<file path="src/rtl/imem_loader.sv">
// imem_loader: turns a host byte stream (16-bit word count, then 4*N bytes)
// into 32-bit little-endian word writes on the instruction memory write port.
// Keeps the core held in reset until the whole program has landed in memory.
module imem_loader #(
    parameter int unsigned MEM_BYTES = 4096,
    parameter logic [31:0] BASE_ADDR = 32'h0000_0000
) (
    input  logic        clk_i,
    input  logic        rst_i,          // active-low, asynchronous
    input  logic        start_i,
    input  logic        in_valid_i,
    input  logic [7:0]  in_data_i,
    output logic        in_ready_o,
    output logic        mem_we_o,
    output logic [31:0] mem_addr_o,
    output logic [31:0] mem_wdata_o,
    output logic        cpu_hold_o,
    output logic        done_o,
    output logic        err_o,
    output logic [15:0] words_loaded_o
);

    localparam logic [31:0] CAP_WORDS = 32'(MEM_BYTES / 4);

    typedef enum logic [2:0] {
        S_IDLE, S_LEN0, S_LEN1, S_DATA, S_WRITE, S_DONE, S_ERR
    } state_t;

    state_t      state_q, state_d;
    logic [7:0]  len_lo_q, len_lo_d;
    logic [15:0] n_q, n_d;
    logic [15:0] word_idx_q, word_idx_d;
    logic [1:0]  byte_idx_q, byte_idx_d;
    logic [23:0] wbuf_q, wbuf_d;        // lanes 0..2; lane 3 goes straight to mem_wdata

    logic        in_ready_q, in_ready_d;
    logic        mem_we_q, mem_we_d;
    logic [31:0] mem_addr_q, mem_addr_d;
    logic [31:0] mem_wdata_q, mem_wdata_d;
    logic        cpu_hold_q, cpu_hold_d;
    logic        done_q, done_d;
    logic        err_q, err_d;
    logic [15:0] words_loaded_q, words_loaded_d;

    logic        accept;
    logic [15:0] n_new;

    assign accept = in_valid_i & in_ready_q;
    assign n_new  = {in_data_i, len_lo_q};

    // Next-state and datapath; output flags are derived from the state being entered
    // so every output is a flop that matches the state it reports.
    always_comb begin
        state_d        = state_q;
        len_lo_d       = len_lo_q;
        n_d            = n_q;
        word_idx_d     = word_idx_q;
        byte_idx_d     = byte_idx_q;
        wbuf_d         = wbuf_q;
        mem_addr_d     = mem_addr_q;
        mem_wdata_d    = mem_wdata_q;
        words_loaded_d = words_loaded_q;

        case (state_q)
            S_IDLE, S_DONE, S_ERR: begin
                if (start_i) begin
                    state_d        = S_LEN0;
                    words_loaded_d = 16'd0;
                end
            end
            S_LEN0: begin
                if (accept) begin
                    len_lo_d = in_data_i;
                    state_d  = S_LEN1;
                end
            end
            S_LEN1: begin
                if (accept) begin
                    n_d = n_new;
                    if (n_new == 16'd0) begin
                        state_d = S_DONE;
                    end else if ({16'd0, n_new} > CAP_WORDS) begin
                        state_d = S_ERR;
                    end else begin
                        state_d    = S_DATA;
                        word_idx_d = 16'd0;
                        byte_idx_d = 2'd0;
                    end
                end
            end
            S_DATA: begin
                if (accept) begin
                    byte_idx_d = byte_idx_q + 2'd1;
                    case (byte_idx_q)
                        2'd0: wbuf_d[7:0]   = in_data_i;
                        2'd1: wbuf_d[15:8]  = in_data_i;
                        2'd2: wbuf_d[23:16] = in_data_i;
                        default: begin
                            // Last lane: the word is complete, latch the write beat.
                            state_d     = S_WRITE;
                            mem_addr_d  = BASE_ADDR + {14'd0, word_idx_q, 2'b00};
                            mem_wdata_d = {in_data_i, wbuf_q};
                        end
                    endcase
                end
            end
            S_WRITE: begin
                word_idx_d     = word_idx_q + 16'd1;
                words_loaded_d = words_loaded_q + 16'd1;
                byte_idx_d     = 2'd0;
                if (word_idx_q + 16'd1 == n_q) state_d = S_DONE;
                else                           state_d = S_DATA;
            end
            default: state_d = S_IDLE;
        endcase

        in_ready_d = (state_d == S_LEN0) || (state_d == S_LEN1) || (state_d == S_DATA);
        mem_we_d   = (state_d == S_WRITE);
        cpu_hold_d = (state_d != S_DONE);
        done_d     = (state_d == S_DONE);
        err_d      = (state_d == S_ERR);
    end

    // State and output registers; reset discards any partially assembled word.
    always_ff @(posedge clk_i or negedge rst_i) begin
        if (!rst_i) begin
            state_q        <= S_IDLE;
            len_lo_q       <= 8'd0;
            n_q            <= 16'd0;
            word_idx_q     <= 16'd0;
            byte_idx_q     <= 2'd0;
            wbuf_q         <= 24'd0;
            in_ready_q     <= 1'b0;
            mem_we_q       <= 1'b0;
            mem_addr_q     <= 32'd0;
            mem_wdata_q    <= 32'd0;
            cpu_hold_q     <= 1'b1;
            done_q         <= 1'b0;
            err_q          <= 1'b0;
            words_loaded_q <= 16'd0;
        end else begin
            state_q        <= state_d;
            len_lo_q       <= len_lo_d;
            n_q            <= n_d;
            word_idx_q     <= word_idx_d;
            byte_idx_q     <= byte_idx_d;
            wbuf_q         <= wbuf_d;
            in_ready_q     <= in_ready_d;
            mem_we_q       <= mem_we_d;
            mem_addr_q     <= mem_addr_d;
            mem_wdata_q    <= mem_wdata_d;
            cpu_hold_q     <= cpu_hold_d;
            done_q         <= done_d;
            err_q          <= err_d;
            words_loaded_q <= words_loaded_d;
        end
    end

    assign in_ready_o     = in_ready_q;
    assign mem_we_o       = mem_we_q;
    assign mem_addr_o     = mem_addr_q;
    assign mem_wdata_o    = mem_wdata_q;
    assign cpu_hold_o     = cpu_hold_q;
    assign done_o         = done_q;
    assign err_o          = err_q;
    assign words_loaded_o = words_loaded_q;

endmodule

</file>
<file path="config.mk">
export PLATFORM = sky130hd
export DESIGN_NAME = imem_loader
export DESIGN_NICKNAME = d
export VERILOG_FILES = /design/src/rtl/imem_loader.sv
export SDC_FILE = /design/constraint.sdc
export NUM_CORES = 1
export LEC_CHECK = 0
export ABC_AREA = 0
export CELL_PAD_IN_SITES_DETAIL_PLACEMENT = 0
export CELL_PAD_IN_SITES_GLOBAL_PLACEMENT = 1
export CORE_UTILIZATION = 46
export CTS_CLUSTER_DIAMETER = 40
export DETAILED_ROUTE_END_ITERATION = 12
export PLACE_DENSITY_LB_ADDON = 0.1
export REMOVE_ABC_BUFFERS = 1
export SYNTH_ARGS = -nofsm -noshare
export SYNTH_HDL_FRONTEND = slang
export SYNTH_SLANG_ARGS = --single-unit
</file>
<file path="constraint.sdc">
create_clock -name clk_i -period 6.2 [get_ports clk_i]
set_input_delay 0.93 -clock clk_i [delete_from_list [all_inputs] [get_ports clk_i]]
set_output_delay 0.93 -clock clk_i [all_outputs]
set_load 0.05 [all_outputs]
</file>
==> run_1/detail.png <==
Window x 80 to 100, y 80 to 100 um. Cells in gray, sequential cells in the stronger gray; small squares are vias.
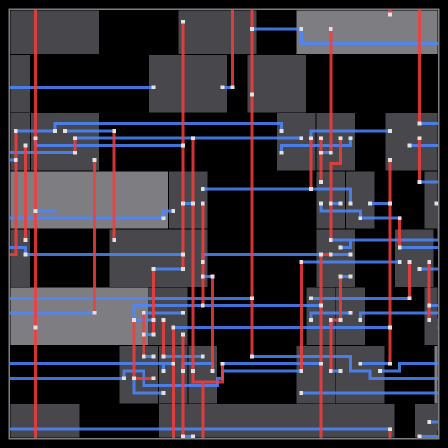
color	layer
red	metal 2
blue	metal 1
sequential cells in the window	3
cells with their middle in the window	27
netlist names of flops here include	`words_loaded_o` (3)
most frequent	nor2_1 (5), o21ai_0 (4)

==> run_1/wires.png <==
(4 px per um) Only two layers are drawn.
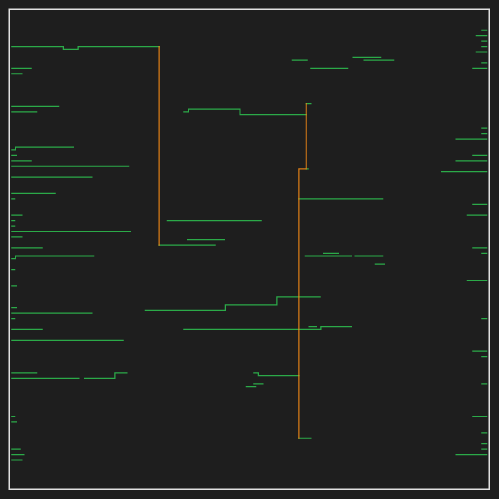
color	layer	wire length
orange	metal 4	135 um
green	metal 3	663 um
DR WL/cell: 16.0 um
Tot GR Track Use: 19.7%
DR vias: 4,386

==> impl_metrics.py, run 1 <==
# Metrics from the implementation run
metrics = {
    "yosys": {
        "synthDistinctLibCells": 60,
        "area_leaders": "dfrtp_1 (54%), mux2_2 (16%), o21ai_0 (3.1%)",
        "synth_area_per_cell_um2": 11.7,
        "synth-warning-count": 0,
        "synth-compound-area-share_pct": 9.53,
        "post-synth-top-area-fraction_pct": 53.9,
        "edf_count": 0,
        "ys_ff": 138,
    },
    "worst_setup_path": {
        "cp.required_ns": 6.46,
        "cp_slowest_cell": "o41a_1",
        "worst-path-stages": 5,
        "worst-setup-path-type": "in -> reg",
        "path_max_fanout": 20,
        "cp_cell_sequence": "clkdlybuf4s50_1 > nand3_1 > o41a_1 > o21ai_0 > o31ai_1",
    },
    "finish": {
        "fin_util_pct": 58.8,
        "drive_gt1_share_pct": 22.1,
        "buffers_excl_clock": 83,
        "layout_top_cell": "dfrtp_1",
        "sh_seq_area_pct": 44.0,
    },
    "power": {
        "power_density_nw_per_um2": 538,
        "leakage_nw": 3.42,
        "power_mw": 4.22,
    },
    "die": {
        "design.core.area_um2": 13300,
        "die_w_um": 120,
        "die_y_um": 120,
    },
    "sta": {
        "whs_ns": 0.475,
        "timing_hold_violations_final": 0,
        "fin_crit_sh_pct": 50.8,
        "finalMaxSlewViolations": 0,
        "slew_headroom_pct": 34.6,
        "worst-slew-pin-transition_ns": 0.982,
        "fmax_mhz": 317,
    },
    "place": {
        "place_ws_ns": 2.59,
        "gp_congestion": 0.769,
    },
    "global_route": {
        "use_met3_pct": 6.32,
        "grt.busiest_layer": "met2",
        "met2_usage_pct": 30.1,
    },
    "drt": {
        "dr.pass1.iters": 4,
    },
    "cts": {
        "cts_max_path_buffers": 2,
        "cts_tree": "built",
        "post_cts_resize_count": 0,
    },
    "run": {
        "warning_count": 28,
    },
    "worst_hold_path": {
        "holdCritStartpoint": "words_loaded_o[15]",
        "holdPathEnd": "words_loaded_o[15]",
        "hold_class": "reg -> reg",
    },
    "run_status": {
        "status": "completed",
    },
}
==> run_1/io_fan.png <==
(3 px per um)
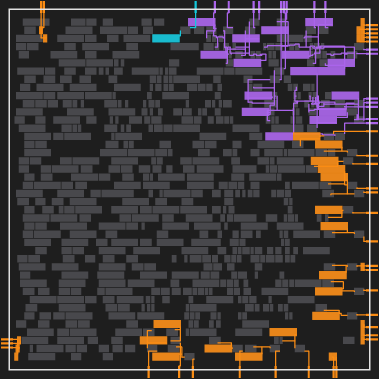
color	port	bits	direction	end cells	buffers	wire
purple	`words_loaded_o`	16	output	16	16	549 um
cyan	`err_o`	1	output	1	1	9.60 um
orange	`mem_addr_o`	32	output	32	16	293 um
I/O Buffers: 80
# IOs: 97

==> run_1/clocks.png <==
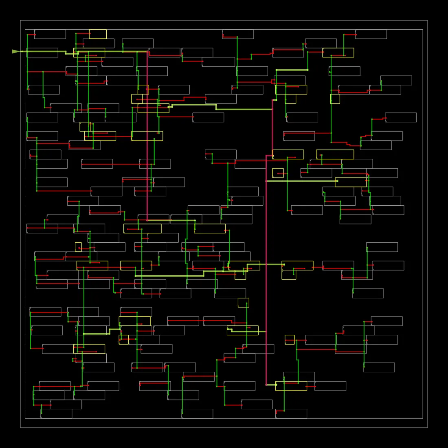
Seq Cell Count: 138
Setup Skew: 0.00763 ns

==> run_1/layer_met2.png <==
(3 px per um)
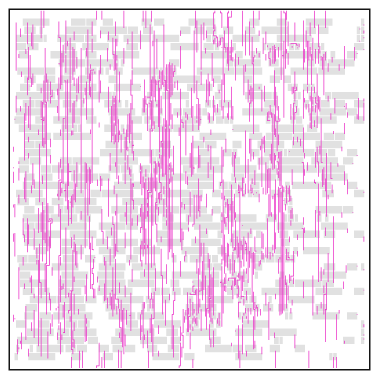

==> run 1 -> run 2 <==
- CORE_UTILIZATION: 46 -> 43
- clock period: 6.2 -> 3.1 ns (I/O delays scaled with it)
==> run_2/layer_met2.png <==
(3 px per um)
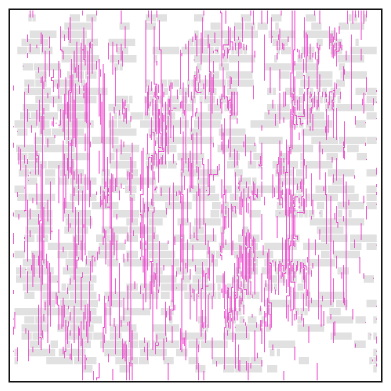
longest straight run	61.2 um
wire length on this layer	6,290 um
main direction	vertical
nets with wire on the layer	580
share of all routed wire	46%
Post-Route WL: 13,800 um
DR vias: 4,441

==> run_2/wires.png <==
(4 px per um) Only two layers are drawn.
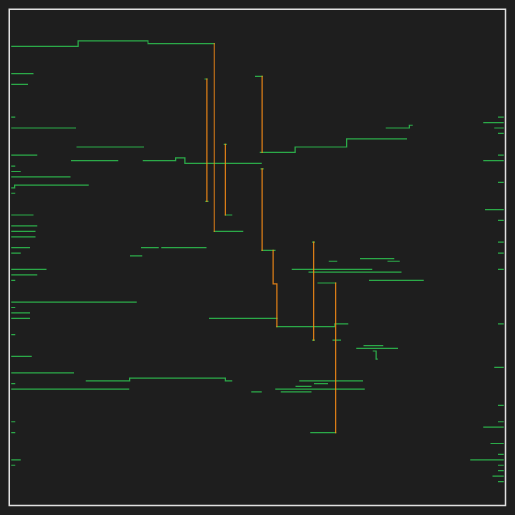
color	layer	wire length
green	metal 3	681 um
orange	metal 4	217 um
DR WL/cell: 16.7 um
Tot GR Track Use: 19.8%

==> run_2/detail.png <==
Window x 83 to 103, y 83 to 103 um. Cells in gray, sequential cells in the stronger gray; small squares are vias.
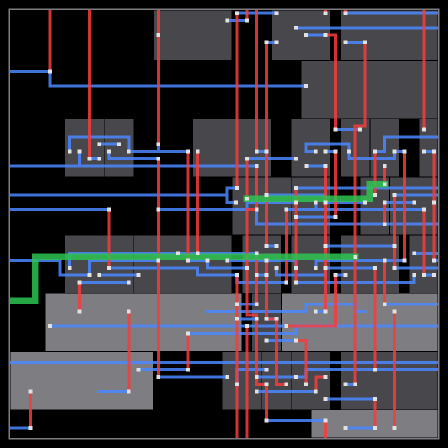
color	layer
blue	metal 1
red	metal 2
green	metal 3
netlist names of flops here include	`words_loaded_o` (2), `cpu_hold_o` (1)
sequential cells in the window	3
cells with their middle in the window	27
most frequent	nor2_1 (4), a21oi_1 (3), o21ai_0 (3)

==> run 2 against run 1 <==
  * Core utilization decreased by 4.0 points
  * Cell count increased by 2.1%
  * Clock power rose by 98%
  * Area after synthesis stayed put
  * Sequential power rose by 99%
  * Final area is 1.1% higher
  * Total power grew 100%
  * Largest cell class unchanged
  * Die size up 6.9%
  * The flow now finishes with violations (DRC)
  * Critical path type is now reg -> reg
==> impl_metrics.py, run 2 <==
# Metrics from the implementation run
metrics = {
    "run_status": {
        "status": "complete, but fails checks",
        "violations": "DRC",
    },
    "power": {
        "power.group.top": "combinational cells",
        "power_density_nw_per_um2": 1070,
        "power_mw": 8.48,
        "leakage_nw": 3.47,
        "p_sw_share_pct": 39.8,
        "powerComb_mw": 3.31,
    },
    "place": {
        "gp_congestion": 0.794,
        "place_ws_ns": 0.333,
        "io_buffers": 80,
    },
    "finish": {
        "ff_count": 138,
        "fin_util_pct": 54.8,
        "buffers_excl_clock": 92,
        "drive_gt1_share_pct": 23.1,
        "design_area_um2": 7930,
        "layout_top_cell": "dfrtp_1",
        "regArea_um2": 3450,
        "diodes": 0,
        "largest_cell_class": "flip-flops and latches",
        "largest_register_ff_count": 32,
        "clk_share_pct": 7.37,
        "sh_seq_area_pct": 43.6,
    },
    "cts": {
        "cts_tree": "built",
        "post_cts_resize_count": 0,
        "numCtsBuffers": 17,
        "clk_latency_ns": 0.42,
        "cts_max_path_buffers": 2,
    },
    "sta": {
        "slew_headroom_pct": 49.6,
        "timing_hold_violations_final": 0,
        "final.setup_skew_ns": 0.00952,
        "fin_crit_sh_pct": 83.5,
        "fmax_mhz": 386,
        "whs_ns": 0.0121,
        "worst-slew-pin-transition_ns": 0.756,
        "finalMaxSlewViolations": 0,
    },
    "die": {
        "chip_area_um2": 15300,
        "die_w_um": 124,
        "die_y_um": 124,
        "ios": 97,
        "design.core.area_um2": 14500,
    },
    "drt": {
        "drtIter0Drc": 254,
        "drc_errors": 1,
        "dr.pass1.iters": 8,
    },
    "worst_hold_path": {
        "hold_class": "in -> async",
    },
    "worst_setup_path": {
        "cp_slowest_cell": "nor4_1",
        "cp_cell_sequence": "ha_1 > nand2_1 > nor4_1 > xnor2_1 > o21ai_0 > a2111oi_4 > a21oi_1",
        "worst-path-stages": 7,
        "path_max_fanout": 8,
        "cp.required_ns": 3.37,
        "critical-path-max-stage-delay_ns": 0.57,
        "r2r_slack_ns": 0.51,
    },
    "yosys": {
        "ys_ff": 138,
        "synthAdderAreaFrac_pct": 1.18,
        "top_area_cell": "dfrtp_1",
        "area_leaders": "dfrtp_1 (54%), mux2_2 (16%), o21ai_0 (3.1%)",
        "synth.logic.top_family": "multiplexers",
        "synthDistinctLibCells": 60,
        "synth-compound-area-share_pct": 9.53,
        "post-synth-top-area-fraction_pct": 53.9,
        "synth-warning-count": 0,
        "synth_area_per_cell_um2": 11.7,
        "ff_type": "dfrtp_1",
        "edf_count": 0,
    },
    "global_route": {
        "use_met3_pct": 5.68,
        "met2_usage_pct": 29.8,
    },
    "run": {
        "warning_count": 28,
    },
}
==> run_2/io_fan.png <==
(3 px per um)
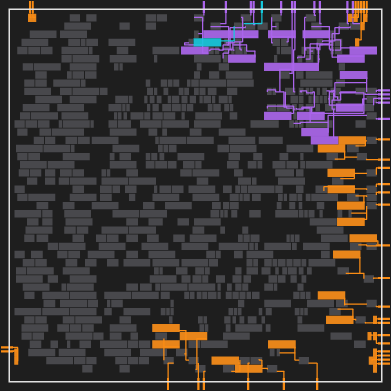

==> run 2 -> run 3 <==
- CORE_UTILIZATION: 43 -> 39
- clock period: 3.1 -> 2.2 ns (I/O delays scaled with it)
==> run_3/io_fan.png <==
(3 px per um)
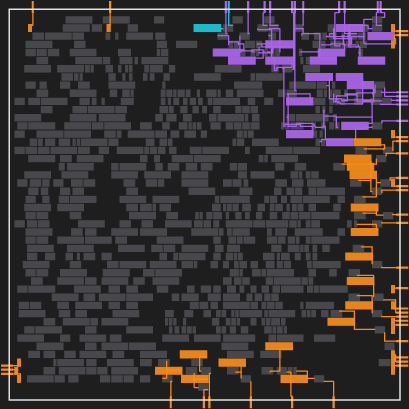
color	port	bits	direction	end cells	buffers	wire
orange	`mem_addr_o`	32	output	32	16	322 um
purple	`words_loaded_o`	16	output	16	16	617 um
cyan	`err_o`	1	output	1	1	7.90 um

==> run_3/layer_met2.png <==
(3 px per um)
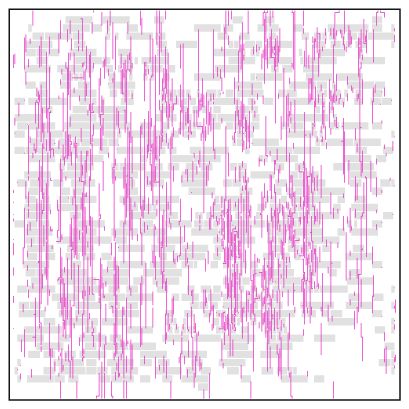
wire length on this layer	6,750 um
nets with wire on the layer	641
DR vias: 4,666
grt met2 use: 29.2%
Post-Route WL: 14,600 um

==> run_3/wires.png <==
(4 px per um) Only two layers are drawn.
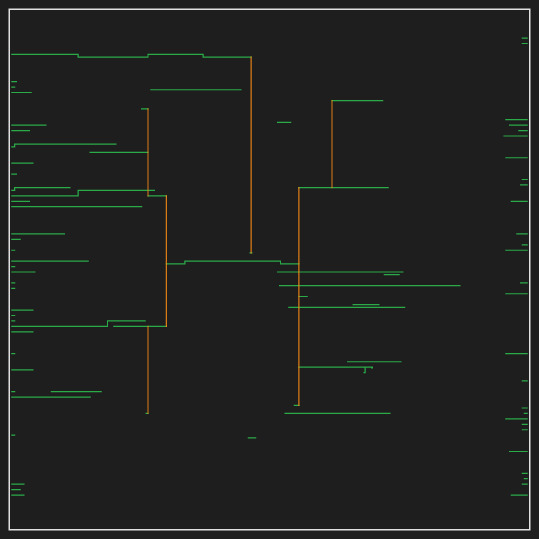
color	layer	wire length
green	metal 3	725 um
orange	metal 4	201 um
Tot GR Track Use: 18.7%
DR WL/cell: 15.7 um

==> run 3 against run 2 <==
  * Clock skew is 0.0043 ns lower
  * Count of clock-buffer cells in the layout is the same
  * Register-to-register slack worse by 0.44 ns
  * Synthesized cell count stayed put
  * Core utilization is 0.16 points lower
  * Sequential power increased by 38%
  * Sequential cell count unchanged
  * Routed wire length is 6.3% higher
  * The run now ends clean
==> impl_metrics.py, run 3 <==
# Metrics from the implementation run
metrics = {
    "place": {
        "gp_congestion": 0.831,
        "placed_area_um2": 7860,
        "place_ws_ns": -0.161,
    },
    "sta": {
        "timing_hold_violations_final": 0,
        "fmax_mhz": 469,
        "fin_ws_ns": 0.0695,
        "finalMaxSlewViolations": 0,
        "fin_crit_sh_pct": 96.8,
        "rsz0062_at_grt": "yes",
        "final.setup_skew_ns": 0.00518,
        "whs_ns": 0.385,
    },
    "finish": {
        "largest_register_ff_count": 32,
        "buffers_excl_clock": 168,
        "syn_to_final_growth_pct": 36.3,
        "largest_cell_class": "flip-flops and latches",
        "clk_share_pct": 6.29,
        "comb_share_pct": 32.4,
        "diodes": 0,
        "design_area_um2": 8680,
        "regArea_um2": 3460,
        "drive_gt1_share_pct": 33.5,
        "fin_util_pct": 54.6,
        "sh_seq_area_pct": 39.9,
        "ff_count": 138,
    },
    "drt": {
        "routed.top_layer": "met4",
        "drtIter0Drc": 189,
        "drc_errors": 0,
        "routed_via_density": 5.02,
    },
    "worst_setup_path": {
        "worst-setup-path-type": "reg -> reg",
        "cp_cell_sequence": "buf_6 > buf_6 > and4_4 > a21oi_4 > or3_1 > a21o_1 > a2111oi_4 > buf_4 > o211a_1",
        "r2r_end": "done_o",
        "critical-path-max-stage-delay_ns": 0.41,
        "path_max_fanout": 5,
        "cp.required_ns": 2.55,
        "cp-endpoint": "done_o",
    },
    "yosys": {
        "synth-compound-area-share_pct": 9.53,
        "post-synth-top-area-fraction_pct": 53.9,
        "synth-warning-count": 0,
        "ys_ff": 138,
        "area_leaders": "dfrtp_1 (54%), mux2_2 (16%), o21ai_0 (3.1%)",
        "top_cell": "dfrtp_1",
        "synthDistinctLibCells": 60,
        "ff_type": "dfrtp_1",
        "synthAdderAreaFrac_pct": 1.18,
        "edf_count": 0,
        "synth_area_per_cell_um2": 11.7,
        "top_area_cell": "dfrtp_1",
    },
    "power": {
        "p_sw_share_pct": 38.7,
        "leakage_nw": 3.90,
        "power.group.top": "combinational cells",
        "powerComb_mw": 5.53,
        "power_mw": 12.5,
    },
    "die": {
        "chip_area_um2": 16800,
        "ios": 97,
        "die_w_um": 130,
        "design.core.area_um2": 15900,
        "die_y_um": 130,
    },
    "global_route": {
        "use_met3_pct": 4.22,
        "grt.busiest_layer": "met2",
    },
    "cts": {
        "clk_latency_ns": 0.41,
        "cts_max_path_buffers": 2,
        "numCtsBuffers": 17,
    },
    "run_status": {
        "status": "completed",
    },
    "worst_hold_path": {
        "hold_class": "in -> async",
    },
    "run": {
        "warning_count": 29,
    },
}
No activity file was given, so power comes from the tool's default toggle rates.
